File: src/rtl/seq_tx_pkg.sv
// Shared types and constants for the seq_tx serializer.
package seq_tx_pkg;

  typedef enum logic [1:0] {
    IDLE  = 2'd0,
    SHIFT = 2'd1,
    PAR   = 2'd2
  } state_t;

  localparam int PAR_W = 1;

endpackage

File: src/rtl/seq_tx_shreg.sv
// Loadable left-shift register with a down-counter and a last-bit flag.
module seq_tx_shreg #(
  parameter int WIDTH = 8
) (
  input  logic             clk,
  input  logic             rst_n,
  input  logic             i_load,
  input  logic             i_shift,
  input  logic [WIDTH-1:0] i_data,
  output logic             o_msb,
  output logic             o_last
);

  localparam int CW = (WIDTH > 1) ? $clog2(WIDTH) : 1;

  logic [WIDTH-1:0] r_sh;
  logic [CW-1:0]    r_cnt;

  // Load wins over shift so a new frame always starts from a clean word.
  always_ff @(posedge clk or negedge rst_n) begin
    if (!rst_n) begin
      r_sh  <= '0;
      r_cnt <= '0;
    end else if (i_load) begin
      r_sh  <= i_data;
      r_cnt <= CW'(WIDTH - 1);
    end else if (i_shift) begin
      r_sh  <= {r_sh[WIDTH-2:0], 1'b0};
      r_cnt <= r_cnt - 1'b1;
    end
  end

  assign o_msb  = r_sh[WIDTH-1];
  assign o_last = (r_cnt == '0);

endmodule

File: src/rtl/seq_tx.sv
// MSB-first word serializer; define SEQ_TX_PARITY_EN to append an even-parity bit.
module seq_tx
  import seq_tx_pkg::*;
#(
  parameter int WIDTH = 8
) (
  input  logic             clk,
  input  logic             rst_n,
  input  logic [WIDTH-1:0] data_in,
  input  logic             data_valid,
  output logic             data_ready,
  input  logic             abort,
  output logic             x,
  output logic             x_valid,
  output logic             done
);

  state_t r_state;
  logic   w_accept;
  logic   w_shift;
  logic   w_msb;
  logic   w_last;

  assign data_ready = (r_state == IDLE);
  assign w_accept   = data_ready & data_valid & ~abort;
  assign w_shift    = (r_state == SHIFT);

  seq_tx_shreg #(
    .WIDTH (WIDTH)
  ) u_shreg (
    .clk     (clk),
    .rst_n   (rst_n),
    .i_load  (w_accept),
    .i_shift (w_shift),
    .i_data  (data_in),
    .o_msb   (w_msb),
    .o_last  (w_last)
  );

`ifdef SEQ_TX_PARITY_EN
  logic [PAR_W-1:0] r_par;

  always_ff @(posedge clk or negedge rst_n) begin
    if (!rst_n) begin
      r_par <= '0;
    end else if (w_accept) begin
      r_par <= ^data_in;
    end
  end
`endif

  always_ff @(posedge clk or negedge rst_n) begin
    if (!rst_n) begin
      r_state <= IDLE;
    end else begin
      case (r_state)
        IDLE:    if (w_accept) r_state <= SHIFT;
        SHIFT: begin
          if (abort) begin
            r_state <= IDLE;
          end else if (w_last) begin
`ifdef SEQ_TX_PARITY_EN
            r_state <= PAR;
`else
            r_state <= IDLE;
`endif
          end
        end
`ifdef SEQ_TX_PARITY_EN
        PAR:     r_state <= IDLE;
`endif
        default: r_state <= IDLE;
      endcase
    end
  end

  // done is Mealy on the final frame bit; an abort in that same cycle suppresses it.
  always_comb begin
    x       = 1'b0;
    x_valid = 1'b0;
    done    = 1'b0;
    case (r_state)
      SHIFT: begin
        x       = w_msb;
        x_valid = 1'b1;
`ifndef SEQ_TX_PARITY_EN
        done    = w_last & ~abort;
`endif
      end
`ifdef SEQ_TX_PARITY_EN
      PAR: begin
        x       = r_par[0];
        x_valid = 1'b1;
        done    = ~abort;
      end
`endif
      default: begin
        x       = 1'b0;
        x_valid = 1'b0;
        done    = 1'b0;
      end
    endcase
  end

endmodule

File: config.mk
export PLATFORM = sky130hd
export DESIGN_NAME = seq_tx
export DESIGN_NICKNAME = d
export VERILOG_FILES = /design/src/rtl/seq_tx_pkg.sv /design/src/rtl/seq_tx_shreg.sv /design/src/rtl/seq_tx.sv
export SDC_FILE = /design/constraint.sdc
export NUM_CORES = 1
export LEC_CHECK = 0
export ABC_AREA = 1
export CAP_MARGIN = 20
export CELL_PAD_IN_SITES_DETAIL_PLACEMENT = 1
export CELL_PAD_IN_SITES_GLOBAL_PLACEMENT = 2
export CORE_MARGIN = 5
export CORE_UTILIZATION = 35
export DETAILED_ROUTE_END_ITERATION = 8
export DONT_BUFFER_PORTS = 1
export PLACE_DENSITY_LB_ADDON = 0.25
export SLEW_MARGIN = 40
export SYNTH_ARGS = -nofsm -noshare
export SYNTH_HDL_FRONTEND = slang
export SYNTH_SLANG_ARGS = --single-unit
File: constraint.sdc
create_clock -name clk -period 1.3 [get_ports clk]
set_clock_uncertainty 0.05 [all_clocks]
set_input_delay 0.26 -clock clk [delete_from_list [all_inputs] [get_ports clk]]
set_output_delay 0.26 -clock clk [all_outputs]
set_load 0.005 [all_outputs]
==> results.txt <==
The implementation run finished. Setup repair after global routing could not meet its margin everywhere. Clock latency on the worst-skew pair landed at 0.27 ns. Summing the sequential cell areas from Yosys gives roughly 45% of the chip area. Final hold violation count landed at 0. Between the synthesized netlist and the finished layout, the area growth was recorded as 16.3%. Walking the critical path from launch to capture passes 4 cell instances. Delay of the slowest cell on the worst path landed at between 0.3 and 0.4 ns. Max-cap violations in this run came to 0. Synthesis warning total landed at 0.

Portion of the clock cycle consumed by the worst path in the final layout landed at 102%. The final reports fail on negative setup slack. Number of remaining DRC errors landed at 0. For the worst reg-to-reg path, the startpoint reported by OpenROAD is r_state[0]. Maximum root-to-sink buffer count landed at 2.

Maximum clock rate landed at roughly 0.75 GHz. Residual antenna-violating net count after detailed routing landed at 0. Tool warning count landed at 29. In this run the power density over the cells is roughly 1500 nW/µm².

Walking the worst path, the cells encountered are inv_2 -> ha_4 -> inv_2 -> nor3_4. Per the post-place timing report, worst setup slack is ~0.14 ns. STA classifies the critical path startpoint as a flip-flop. Detailed-routing iteration count for the pre-antenna-repair pass landed at 2. After synthesis the cells add up to ~670 µm². The leakage power in the latest report is between 0.0003 and 0.0004 µW.

The critical path in the final layout is reported with a setup slack of -0.0281 ns. Ratio of routed vias to standard cells landed at around 5. For the finished layout, the period the worst path requires is about 1.3 ns. Worst path required time landed at 0.99 ns. Maximum fanout along the worst path landed at 2. Number of nets in the layout landed at a little under 100. Looking at the max-slew report, the worst-margin pin has a slew of about 0.6 ns. Per STA, the startpoint of the critical path is u_shreg.r_cnt[0]. The most common logic cells in the final layout are nand2_1 (16), nand3_1 (16), dfrtp_1 (11), buf_4 (8), nand4_1 (7). Per the CTS log, the root buffer master is clkbuf_4. The first global-routing pass estimated around 2.8 mm of wire. The most numerous cell type found on the critical path is inv_2. The flow ran to the end, but the final reports show violations. Final-report setup violation count landed at 1. OpenSTA lists the critical path endpoint as done. Post-route setup TNS landed at -0.0281 ns. Data arrival at the endpoint of the critical path landed at a little over 1 ns. Number of distinct library cells after synthesis landed at 16. The worst register-to-register path ends at u_shreg.r_cnt[0].

Clock-pin slew on the worst setup and hold paths landed at roughly 0.080 ns. Cells with a size suffix above 1 make up around 31% of the layout.
[stage by stage]
step | power [µW] | instance area (µm²)
2_1_floorplan | 814 | 674
3_3_place_gp | 870 | 698
3_5_place_dp | 876 | 698
4_1_cts | 1220 | 773
5_1_grt | 1320 | 785
6_report | 1210 | 785
[worst min path at each step]
stage	slack, ns	end	start	depth (start not counted)
after floorplan	-0.09	r_state[0]	rst_n	0
after global placement	-0.09	u_shreg.r_sh[2]	rst_n	0
after detailed placement	-0.09	u_shreg.r_sh[2]	rst_n	0
after CTS	0.07	u_shreg.r_sh[0]	data_in[0]	2
after global routing	0.09	u_shreg.r_sh[0]	data_in[0]	2
final	0.07	u_shreg.r_sh[0]	data_in[0]	2
[layer usage]
metal	GRT usage [%]	up-vias	part of all wire, %
met3	5.82	0	4.6
met1	17.6	267	48
met5	0	-	0
met2	21.6	10	47
met4	1.28	0	0
li1	-	267	-
[flip-flops by register name, summed over array words and instances, names as in the netlist]
signal,count
u_shreg.r_cnt,3
r_state,1
u_shreg.r_sh,8
[synthesized netlist by cell type]
master   instances  area [µm²]
dfrtp_1         12         300
nand4_1          7        43.8
nand3_1         16        80.1
or2_1            1        6.26
buf_6            4        45.0
ha_1             2        25.0
inv_1            6        22.5
inv_4            1        6.26
o21ai_2          2        17.5
nand2_4          2        22.5
nand3_2          1        10.0
nor3_2           1        10.0
nor2_1           1        3.75
inv_2            1        3.75
nand3_4          1        17.5
nand2_1         16        60.1
[cells by family after synthesis]
kind of cell / Yosys count / share of synthesized area [%]
compound gates: 2 / 2.60
fa+ha+maj: 2 / 3.71
buf+inv: 12 / 11.5
flops: 12 / 44.5
simple gates: 46 / 37.7
[cell type report]
cell class | count | area [µm²]
fill | 213 | 998
multi-input combinational | 50 | 315
sequential | 12 | 302
timing repair buffer | 10 | 81.3
inverter | 8 | 32.5
tap | 25 | 31.3
clock buffer | 3 | 22.5
[what timing repair did]
item                       CTS  global route
setup endpoints to repair    4             2
resized                      7             1
hold buffers                 1             0
buffers inserted             3             1
pin swaps                    2             0
hold endpoints to repair    12             0
[power by group]
group / switching, µW / total [µW] / internal, µW
Combinational: 221 / 417 / 195
Clock: 124 / 231 / 107
Sequential: 82.1 / 567 / 485
Total: 427 / 1210 / 787
[worst register-to-register path, stage by stage, from the launching register on]
cell,delay [ns]
dfrtp_2,0.48
inv_2,0.10
buf_4,0.10
buf_4,0.15
nand2_1,0.06
nand2_1,0.06
nand2_1,0.05
### Pin placement

(10 px per µm) Pins as bars across the die edge, other pins in gray.
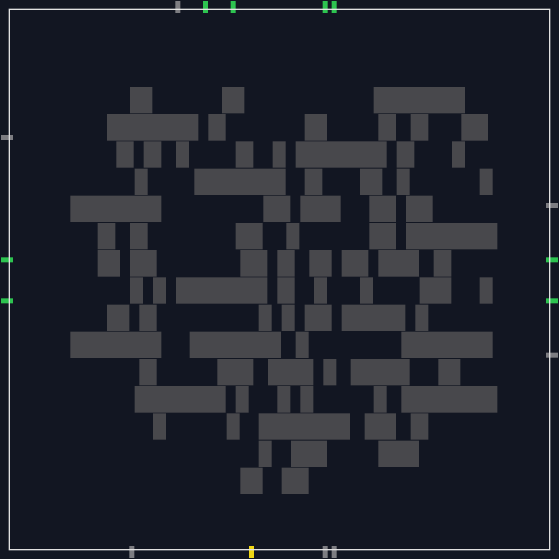
port	color	pins	direction	edge
data_in	green	8	input	4 top, 2 right, 2 left
abort	yellow	1	input	bottom
all pins by edge	5 top, 4 bottom, 4 right, 3 left
# port buffers: 0
Chip Height: 53.9 µm
Die W: 53.9 µm

### Power grid

(10 px per µm) Pins as bars on the die edge. Tap cells in gray.
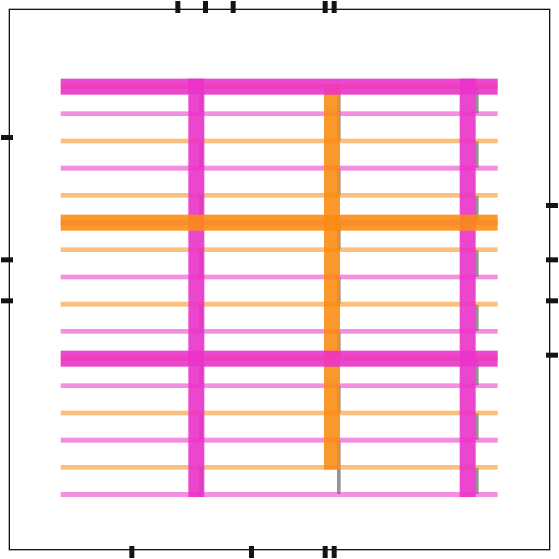
net	color
VDD	orange
VSS	magenta
met5 straps	3
rows	15
met1 rails	16
met4 straps	3
tap cells	25
Worst IR Drop VDD: 0.674 mV
core area: 1780 µm²

### Metal 2

(6 px per µm) Cells faint in the background.
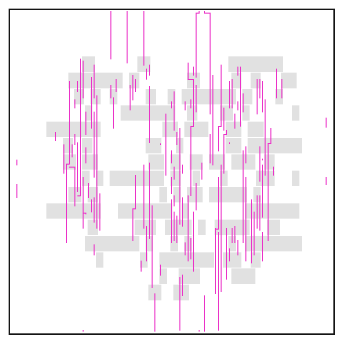
wire length on this layer	755 µm
nets with wire on the layer	85
share of all routed wire	47%
longest straight run	22.8 µm
main direction	vertical
total via count after detailed routing: 544
global-route track usage on met2: 21.6%
total wire length after detailed routing: 1.60 mm

### Routed metal, one color a layer

(6 px per µm) Only two layers are drawn.
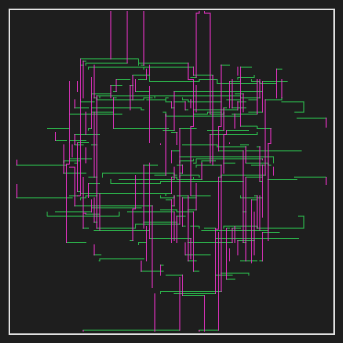
layer	color	wire length
metal 2	magenta	755 µm
metal 1	green	777 µm
Routed WL per cell: 14.9 µm
total global routing track utilization: 13.6%

### Cell placement

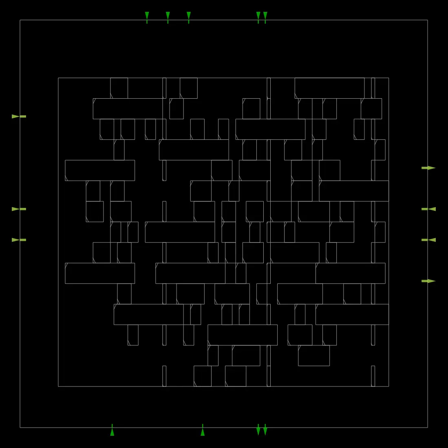
row count: 15
final non-filler cell total: 108
total of fill cells in the finished design: 213

Power is estimated from default activity; no workload was simulated.
